==> config.mk <==
export PLATFORM = sky130hd
export DESIGN_NAME = alu_mult_sequencer_flat
export DESIGN_NICKNAME = d
export VERILOG_FILES = /design/src/rtl/alu_mult_sequencer_pkg.sv /design/src/rtl/alu_mult_sequencer_if.sv /design/src/rtl/alu_mult_sequencer.sv /design/src/flat_wrapper.sv
export SDC_FILE = /design/constraint.sdc
export NUM_CORES = 1
export LEC_CHECK = 0
export ABC_AREA = 0
export CAP_MARGIN = 15
export CORE_ASPECT_RATIO = 1.2
export CORE_MARGIN = 8
export CORE_UTILIZATION = 47
export CTS_BUF_LIST = sky130_fd_sc_hd__clkbuf_2
export DETAILED_ROUTE_END_ITERATION = 10
export PLACE_DENSITY = 0.89
export SLEW_MARGIN = 0
export SYNTH_ARGS = -nofsm -noshare
export SYNTH_HDL_FRONTEND = slang
export SYNTH_SLANG_ARGS = --single-unit
==> constraint.sdc <==
create_clock -name clk -period 7.9 [get_ports clk]
set_input_delay 1.185 -clock clk [delete_from_list [all_inputs] [get_ports clk]]
set_output_delay 1.185 -clock clk [all_outputs]
set_load 0.02 [all_outputs]
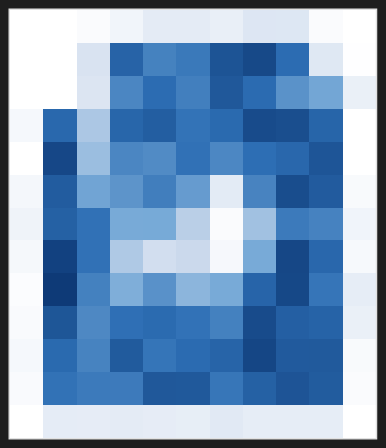
**Above:** local utilization.
11 x 13 tiles, from white (low) to dark blue (high), 0 to 100% covered.
The emptiest ninth of the die: north-west. 31% of the tiles are over 75% full. The mean over all tiles is 47%.
CORE AREA: 0.00981 mm^2
Layout Utilization: 66.1%
fp util: 47.5%

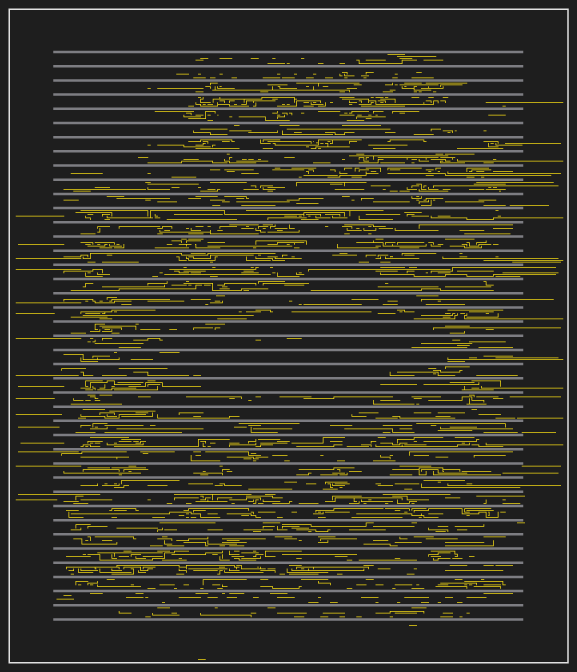
**Above:** signal wires on met1.
Supply wires on this layer in grey.
The wires run mostly horizontal. The layer carries 5170 um of wire. 597 nets have wire on it. The longest straight run is 32.7 um.
vias: 3743
met1 Usage GRT: 22.0%
drt total wl: 13.0 mm

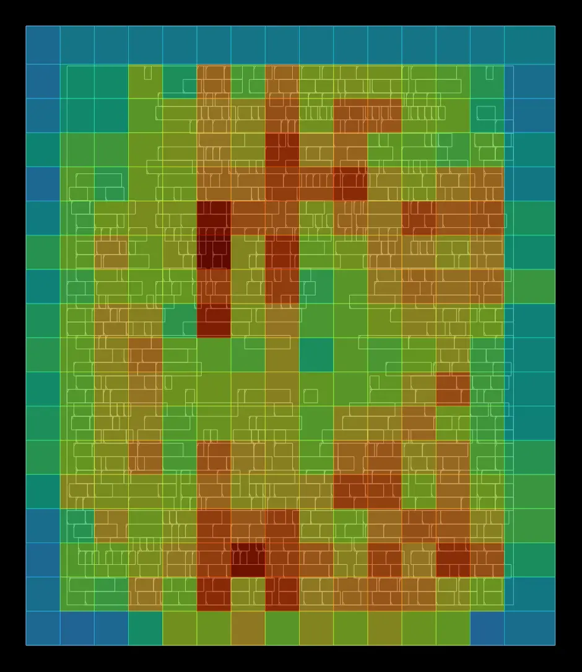
**Above:** congestion heat map.
All-Layer GR Usage: 19.4%
Top Usage Layer GRT: met2
met2 Track Usage GR: 32.8%

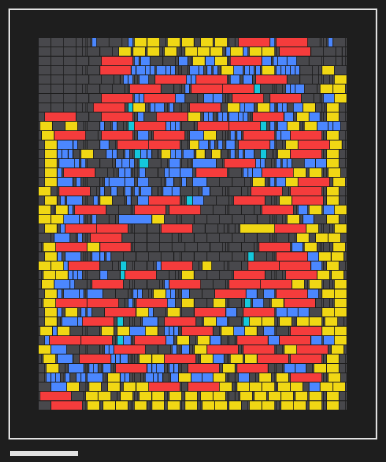
**Above:** placement by cell class.
Bar = 20 um. Fill, decap, tap and diode cells in grey.
Cyan marks clock drivers and dummy loads, cells 15. Red marks flops, cells 104. Yellow marks other buffers and delay cells, cells 204. Blue marks combinational and other logic, cells 266.
# rows: 40
fraction of area in registers: 40.1%
fin area: 0.00649 mm^2

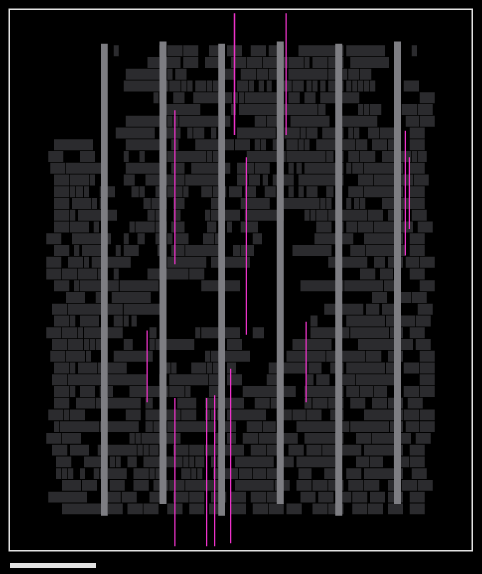
**Above:** M4 wires.
Bar = 20 um. Supply wires on this layer in grey. Cells faint in the background.
The wires run mostly vertical. 10 nets have wire on it. The layer carries 354 um of wire.

==> results.txt <==
run metrics: status=finished, final reports clean, Power Clock=198 uW, hold slack=just over 0.5 ns, # clock sinks=104, dpl ws=5.04 ns, yosys warns=0, H-Tree Level Count=3, ys flop type=dfrtp_1, drt first-iter violations=194, Post-Syn Area=~0.0047 mm^2, Area contributors post-synth=dfrtp_1, a22o_1, buf_4, nand2_1, a22oi_1, critical path peak fanout=9, # Post-CTS Setup Buffers=0, minimum clock period=around 3.3 ns, worst setup margin=~4.6 ns, cell taking the most area after synthesis=dfrtp_1, hpwl dp=around 10 mm, Max-slew headroom=between 30% and 40%, via-per-instance ratio=approximately 5.2, clock network fraction of total power=under 10%, # resized after CTS=0, critical path capture point type=output pin, Longest Clk Path Bufs=2, final total power=between 2000 and 3000 uW, Top Layout Cells=clkdlybuf4s50_1, dfrtp_1, nand2_1, clk slew on worst S/H paths=0.24 ns, Slew @ Worst Pin=a little over 1 ns, Worst EP arrival=~2.1 ns, share of layout cells above drive strength 1=between 7 and 8%, worst vdd ir=188 uV, DP Area=0.00641 mm^2, RSZ-0062 raised after global routing=no, I/O pin total=between 200 and 250, PD cells=419 mW/mm^2, setup TNS=0 ns, Top pwr grp=combinational cells, Sw Pwr=approximately 1200 uW, Pre-Repair DR Iteration Count=5, Top cell area share=between 50% and 60%, M1 WL=between 5 and 6 mm, vias in the first global route=3937, Pleak=roughly 0.0028 uW, post-synthesis sequential area ratio=55.9%, max-cap check violation count=0, CP required=~6.7 ns, CTS root buf=clkbuf_2, syn avg cell area=around 11 um^2, internal power=about 1600 uW, die x size=around 110 um, first-pass GRT wire length=between 20 and 25 mm, reg2reg setup slack=5.97 ns, met3 usage=between 6 and 7%, CTS Hold Buffers Added=0, ANT nets after route=0, Commonest cells post-synth=dfrtp_1, nand2_1, nor2_1, Hold Path Class=register to register, Comb pwr share=a little under three fifths, CTS buffer count=9, comb pwr=~1600 uW, count of cell types in the netlist=34, CP Launch Type=register, Die H=roughly 130 um, initial antenna violation count=0, top-count cell post-synth=dfrtp_1, WL met2=between 6 and 7 mm, tool warning count=26, CP Class=register to output pin, final std cells w/o fill=approximately 720, wire per inst=18.2 um, chip area=around 0.013 mm^2, cycle use final=between 40 and 50%, Mapped Cells=432, Clock Skew=about 0.013 ns, Max Slew Vio Count=0, number of port buffers=198, pin count of the biggest net entering global routing=63, Layout area overhead=39.3%, ys cells=432, WL met3=1.04 mm, grt ovf=0, yosys stat area=around 0.0047 mm^2, final hold viol count=0, GP Congestion=approximately 0.81, Seq. pwr=roughly 970 uW, FFs w/ async S/R, synth=100%, highest-count logic cell in the final layout=clkdlybuf4s50_1, Peak Freq=around 300 MHz, worst-case reg-to-reg path depth=3, NumNets Final=~690, Setup violations, final=0, # DRC=0, Ant. Diodes=0, Registers, synthesis=between 100 and 150, CTS tree=done, Cells after DPL=about 700, switching share of total power=a little over two fifths, Top Metal Used=met4, Post-synth EDFFs=0, Flop pwr share=a little over a third, clk latency late pin=around 0.53 ns, Hold Crit Depth=2
layout make-up:
| cell class | instances | area (um^2) |
|---|---|---|
| Fill cell | 765 | 3320 |
| Clock buffer | 10 | 50.0 |
| Inverter | 4 | 17.5 |
| Multi-Input combinational cell | 262 | 1590 |
| Tap cell | 126 | 158 |
| Clock inverter | 5 | 25.0 |
| Timing Repair Buffer | 204 | 2050 |
| Sequential cell | 104 | 2600 |
cell families (layout without fill, tap and decap cells):
kind of cell	Yosys count	count (layout)	synth area share [%]
simple gates	149	149	13.2
fa+ha+maj	1	1	0.269
compound gates	107	107	20.0
xor+xnor	1	1	0.188
other cells	1	4	0.0805
buf+inv	69	223	10.4
flops	104	104	55.9
critical path: stages, from the launching register on:
cell	delay, ns
dfrtp_1	0.56
or2_2	0.39
inv_1	0.07
clkdlybuf4s50_1	0.60
Power figures rest on the tool's default switching activity, not on a simulated workload.
